run_1/io_placement.png
Pins as bars across the die edge, other pins in grey.
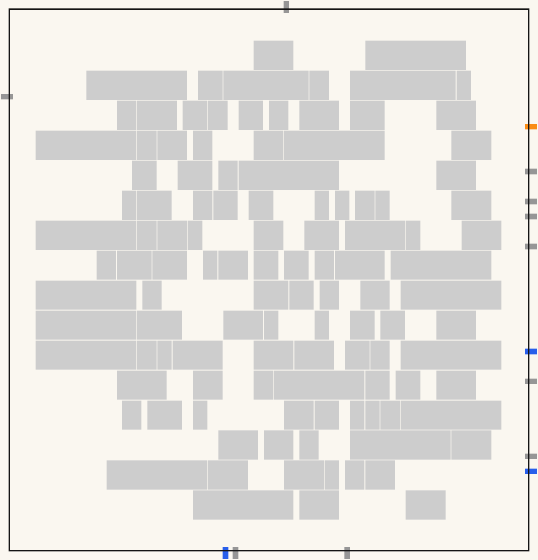
run_1/clk_routes.png
The bar under the picture is 10 um long.
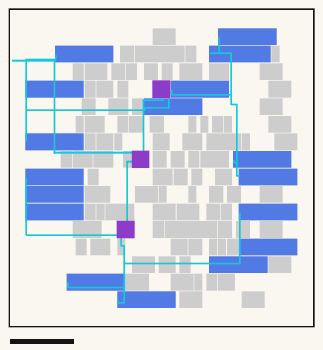
run_1/layer_met3.png
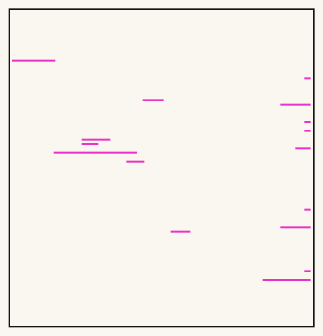
run_1/cell_density.png
The die is cut into 9 by 10 equal tiles; white is low, dark blue is high, 0 to 100% covered.
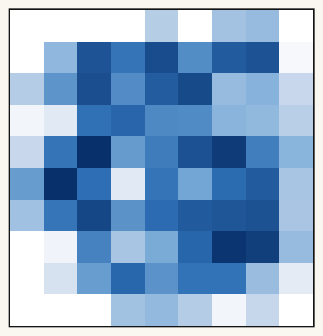
Design alu_pwr_ctrl, sky130hd; sources not shown.
==> impl_metrics.yaml, run 1 <==
# synthesis and place-and-route metrics
finish:
  final_nets: 120
  nClkBuffers: 4
  buffers_excl_clock: 13
  drive_gt1_share_pct: 10.7
  mi_logic_area_um2: 523
  inverters: 5
logic_synthesis:
  synthSimpleGateAreaFrac_pct: 24.4
  synth_area_per_cell_um2: 9.93
  syn-instance-count: 99
  ys.flop_type: "dfrtp_1"
  edf_count: 0
  ys_async_sr_fraction_pct: 100
  synthDistinctLibCells: 40
  ys_seq_share_pct: 43.4
grt:
  use_met2_pct: 31.5
  grt_overflow_total: 0
  grt_pass1_vias: 793
  globalRoute.busiestLayer: "met2"
pwr:
  p_int_mw: 0.353
  vdd_drop_max_uv: 403
  powerDensity_nw_per_um2: 566
  p_sw_mw: 0.302
status:
  status: "complete, no violations"
drt:
  wirelength_met1_um: 930
  wl_per_cell_um: 14.1
  drt_iter0_markers: 25
  ant_nets: 0
  wl_met2_um: 952
clocking:
  cts_sinks: 17
timing:
  max_freq_mhz: 357
  period_needed_ns: 2.80
  finalSetupViolCount: 0
  rsz0062_at_grt: "false"
  worst_slack_ns: 1.90
setup_path:
  arrival_ns: 1.81
  worst-path-buf-inv: 1
  endpoint_kind: "primary output"
  cp_slowest_cell: "clkdlybuf4s50_1"
min_path:
  whs_path_depth: 1
floorplan:
  rows: 16
  chipArea_um2: 2300
  ios: 14
placement:
  gp_congestion: 0.877
Back to the opening pictures, io_placement.png:
- orange: `rst` (pins 1; direction input; edge right)
- blue: `pwr_state` (pins 3; direction output; edge 2 right, 1 bottom)
- all pins by edge: 9 right, 3 bottom, 1 top, 1 left
Die Width: 47 um
Die Y-Extent: 49 um

Back to the opening pictures, clk_routes.png:
- cyan: clock wires (length 220 um)
- purple: clock drivers (count 3)
- blue: flip-flops (count 17)
- routed clock nets: 4
Clock Power: 0.0783 mW
Clock power frac: 11.9%
Worst-Skew Late Latency: 0.29 ns

Back to the opening pictures, layer_met3.png:
- longest straight run: 12.6 um
- main direction: horizontal
- share of all routed wire: 2.8%
- wire length on this layer: 55.2 um
routed wire length: 1960 um
via count: 810
grt met3 use: 3.33%

Back to the opening pictures, cell_density.png:
- mean over tiles: 49%
- emptiest ninth of the die: bottom left
- tiles over 75% full: 27%
- fullest tile: 100%
- nearly empty tiles: 14%
CORE AREA: 1840 um2
starting density of the core: 53.4%
Final Core Density: 62.9%

run_1/placement.png
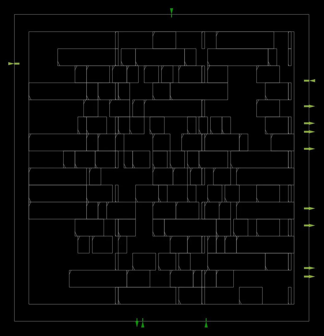

## Run 2: what changed since run 1
--- a/config.mk
+++ b/config.mk
@@ -5,10 +5,10 @@
 export SDC_FILE = /design/constraint.sdc
 export NUM_CORES = 1
 export LEC_CHECK = 0
-export CORE_AREA = 2 2 45 47
+export CORE_AREA = 2 2 47 49
 export CTS_CLUSTER_SIZE = 30
 export DETAILED_ROUTE_END_ITERATION = 7
-export DIE_AREA = 0 0 47 49
+export DIE_AREA = 0 0 49 51
 export PLACE_DENSITY_LB_ADDON = 0.25
 export SKIP_CTS_REPAIR_TIMING = 1
 export SYNTH_ARGS = -nofsm -noshare
==> constraint.sdc (replaced) <==
create_clock -name clk -period 2.66 [get_ports clk]
set_clock_uncertainty 0.05 [all_clocks]
set_input_delay 0.532 -clock clk [delete_from_list [all_inputs] [get_ports clk]]
set_output_delay 0.532 -clock clk [all_outputs]
set_load 0.05 [all_outputs]
run_2/placement.png
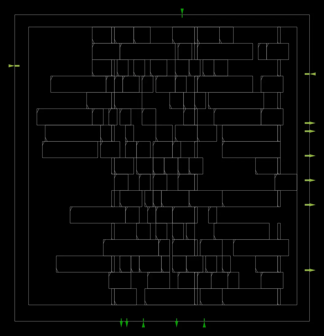
Final Core Density: 56.3%
CORE AREA: 2060 um2
Layout Cells excl Fill: 140
Fillers: 190
number of tapcells: 28

run_2/cell_density.png
The die is cut into 10 by 10 equal tiles; white is low, dark blue is high, 0 to 100% covered.
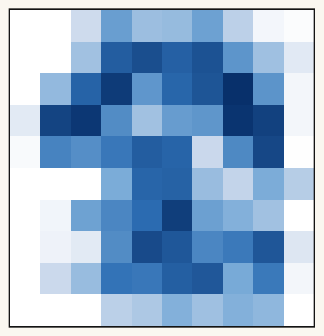
- emptiest ninth of the die: bottom left
- fullest tile: 100%
- mean over tiles: 45%
- tiles over 75% full: 25%
- nearly empty tiles: 18%
starting density of the core: 47.7%

==> run 2 against run 1 <==
Critical endpoint unchanged. Power grew 77%. Combinational power up 76%. Cell area is 0.22% higher. Setup slack lost 1.6 ns. Global-route usage fell by 2.2 points. Count of clock-buffer cells in the layout shrank 1. Critical path depth unchanged. First-iteration DRC count decreased by 8.0%. Routed wire length increased by 1.4%.
==> impl_metrics.yaml, run 2 <==
# synthesis and place-and-route metrics
finish:
  buffers_excl_clock: 13
  nClkBuffers: 3
  inverters: 5
logic_synthesis:
  synth_area_per_cell_um2: 9.93
  syn-instance-count: 99
  synthSimpleGateAreaFrac_pct: 24.4
  ys_seq_share_pct: 43.4
floorplan:
  dieWidth_um: 49
  ios: 14
  chipArea_um2: 2500
pwr:
  p_sw_mw: 0.536
  p_clk_share_pct: 12.1
grt:
  use_met2_pct: 28.1
  grt_pass1_vias: 798
  grt_overflow_total: 0
  globalRoute.busiestLayer: "met2"
setup_path:
  endpoint_kind: "primary output"
  worst-path-buf-inv: 1
drt:
  drt_iter0_markers: 23
  ant_nets: 0
clocking:
  cts_sinks: 17
timing:
  finalSetupViolCount: 0
  period_needed_ns: 2.39
  max_freq_mhz: 418
status:
  status: "complete, no violations"
placement:
  gp_congestion: 0.891
run_2/layer_met3.png
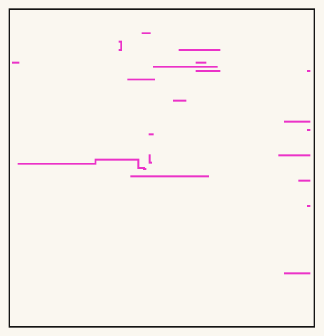
- nets with wire on the layer: 15
- wire length on this layer: 83.2 um
grt met3 use: 3.51%
routed wire length: 1990 um
via count: 841

## Run 3: what changed since run 2
--- a/config.mk
+++ b/config.mk
@@ -14,3 +14,4 @@
 export SYNTH_ARGS = -nofsm -noshare
 export SYNTH_HDL_FRONTEND = slang
 export SYNTH_SLANG_ARGS = --single-unit
+export TNS_END_PERCENT = 50
run_3/io_placement.png
Pins as bars across the die edge, other pins in grey.
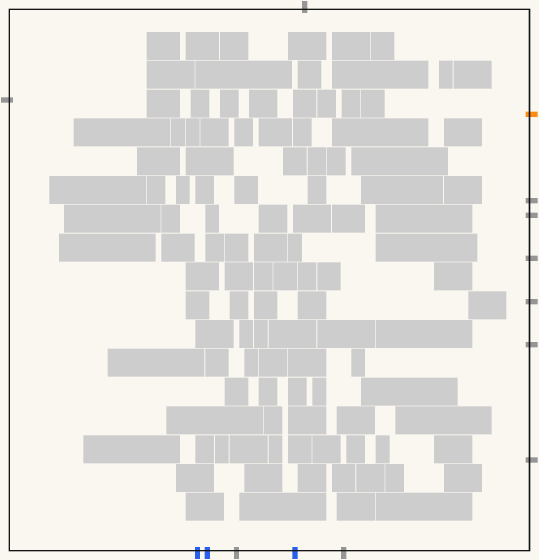
- orange: `rst` (pins 1; direction input; edge right)
- blue: `pwr_state` (pins 3; direction output; edge bottom)
- all pins by edge: 7 right, 5 bottom, 1 top, 1 left
Die Y-Extent: 51 um
Die Width: 49 um

run_3/layer_met3.png
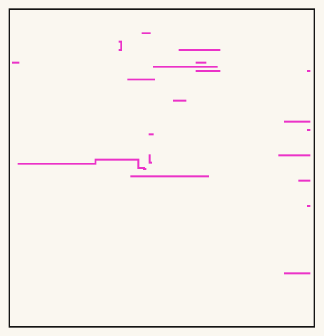
- main direction: horizontal
- wire length on this layer: 83.2 um
- longest straight run: 12.4 um

run_3/clk_routes.png
The bar under the picture is 10 um long.
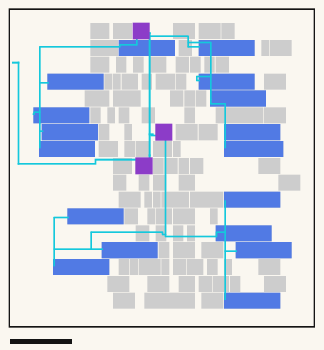
- blue: flip-flops (count 17)
- cyan: clock wires (length 220 um)
- purple: clock drivers (count 3)
- routed clock nets: 4
Clock power frac: 12.1%
Clock Power: 0.140 mW

==> run 3 against run 2 <==
Clock power about the same. Critical endpoint unchanged. Count of clock-buffer cells in the layout unchanged. Synthesized cell count unchanged. Highest routed layer unchanged. Largest power group unchanged. Via count unchanged.
==> impl_metrics.yaml, run 3 <==
# synthesis and place-and-route metrics
pwr:
  powerDensity_nw_per_um2: 997
  p_int_mw: 0.622
  vdd_drop_max_uv: 531
  p_sw_mw: 0.536
drt:
  ant_nets: 0
  wirelength_met1_um: 908
  wl_met2_um: 961
  wl_per_cell_um: 14.2
  drt-total-wl_um: 1990
  drt_iter0_markers: 23
clocking:
  cts_sinks: 17
  insertion_delay_ns: 0.29
  htree_num_levels: 1
setup_path:
  endpoint_kind: "primary output"
  worst-path-buf-inv: 1
  cp_slowest_cell: "clkdlybuf4s50_1"
  arrival_ns: 1.81
grt:
  grt_overflow_total: 0
  grt.met3_usage_pct: 3.51
  globalRoute.busiestLayer: "met2"
  use_met2_pct: 28.1
  grt_pass1_vias: 798
timing:
  max_freq_mhz: 418
  period_needed_ns: 2.39
  worst_slack_ns: 0.269
  finalSetupViolCount: 0
  tns_ns: 0
floorplan:
  ios: 14
  core_area_um2: 2060
  rows: 17
  initCoreUtil_pct: 47.7
  well_tap_count: 28
  chipArea_um2: 2500
logic_synthesis:
  edf_count: 0
  synthSimpleGateAreaFrac_pct: 24.4
  synth_nets: 106
  ys.flop_type: "dfrtp_1"
  synthDistinctLibCells: 40
  ys_seq_share_pct: 43.4
finish:
  nClkBuffers: 3
  inverters: 5
  buffers_excl_clock: 13
  fillers: 190
  final_nets: 120
  utilization_pct: 56.3
  mi_logic_area_um2: 523
  instances_no_fill: 140
  drive_gt1_share_pct: 11.6
status:
  status: "complete, no violations"
Power and IR drop assume default switching activity.
